Design wgt_buf_feeder_flat, sky130hd; sources not shown.
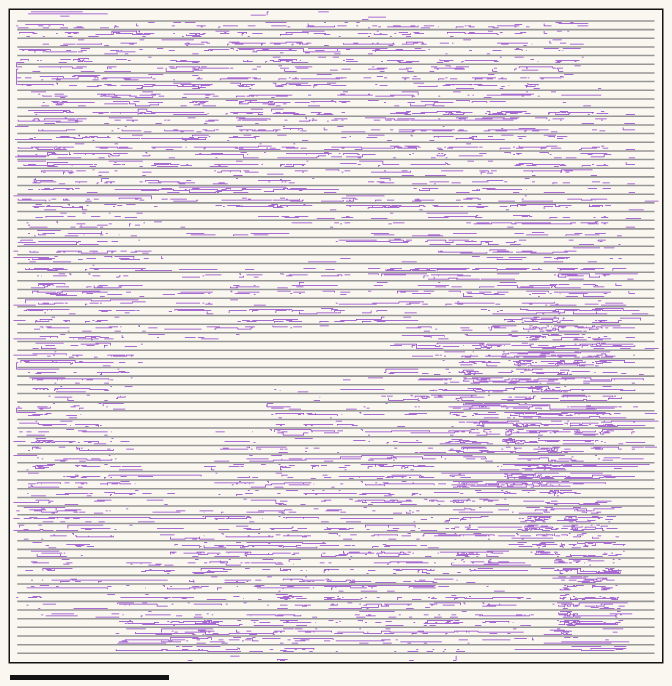
Figure 1: the metal 1 layer.
Scale bar: 50 um. Supply wires on this layer in grey.
nets with wire on the layer: 1907
longest straight run: 48.8 um
main direction: horizontal
overall routed net length: 32700 um
DR vias: 11000
routing usage on met1: 17.4%

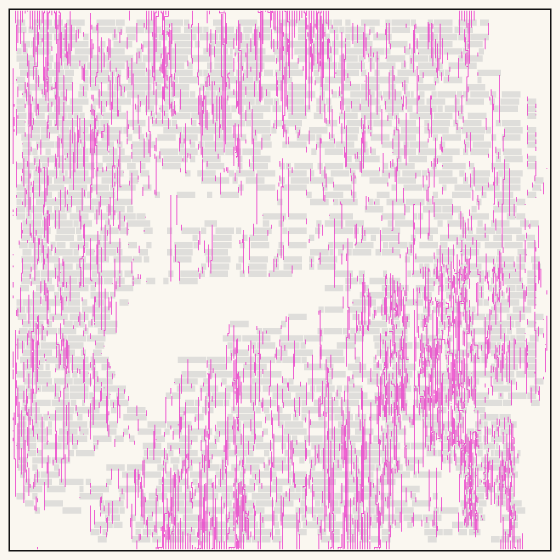
Figure 2: signal wires on met2.
Cells faint in the background.
wire length on this layer: 15100 um
longest straight run: 61.9 um
nets with wire on the layer: 1651
M2 GR Usage: 25.0%

==> GITHUB_STEP_SUMMARY <==
### Metrics collected by this job

| Metric | Value |
|---|---|
| Vias/cell | about 4.4 |
| Total gr overflow | 0 |
| Hold Crit Class | register to register |
| Clock Sink Count | 648 |
| Clk. pwr | 2.75 mW |
| Worst EP required | approximately 9.0 ns |
| Max-slew violations | 0 |
| Top cells excl fill/tap | dfxtp_1, nor2b_1, clkdlybuf4s50_1, and2_1, clkbuf_16 |
| Largest area class, layout | sequential cells |
| GRT Total Usage | between 10% and 20% |
| Cell Type Count | 50 |
| Synth Area per Inst | 11.4 um^2 |
| Critical path type | input pin to register |
| FFs w/ async S/R, synth | 0% |
| Clk pwr share | 44.6% |
| Worst path max stage delay | 0.61 ns |
| Cell total in the yosys stat output | 1767 |
| Cts repair resizes | 0 |
| Sequence of cells on the critical path | clkdlybuf4s50_1 -> and2_1 -> ha_1 -> a41oi_1 -> xnor2_1 -> nand2_1 -> fa_1 -> fa_1 -> inv_1 -> ha_1 -> a21oi_1 -> a211oi_1 -> a211o_1 -> o211a_1 -> o31ai_1 -> nand2b_1 -> mux2i_1 |
| Detailed Route Iter0 Violations | 336 |
| Clock Skew | about 0.019 ns |
| Clock tree buffer depth | 3 |
| Combinational power | between 0.3 and 0.4 mW |
| Number of fill cells in the layout | 3163 |
| Synth mux share | less than 1% |
| TritonCTS buffer count | ~60 |
| Outcome | completed |
| Comb area leader | simple AND/OR/NAND/NOR gates |
| Floorplan row count | around 73 |
Power is estimated from default activity; no workload was simulated.
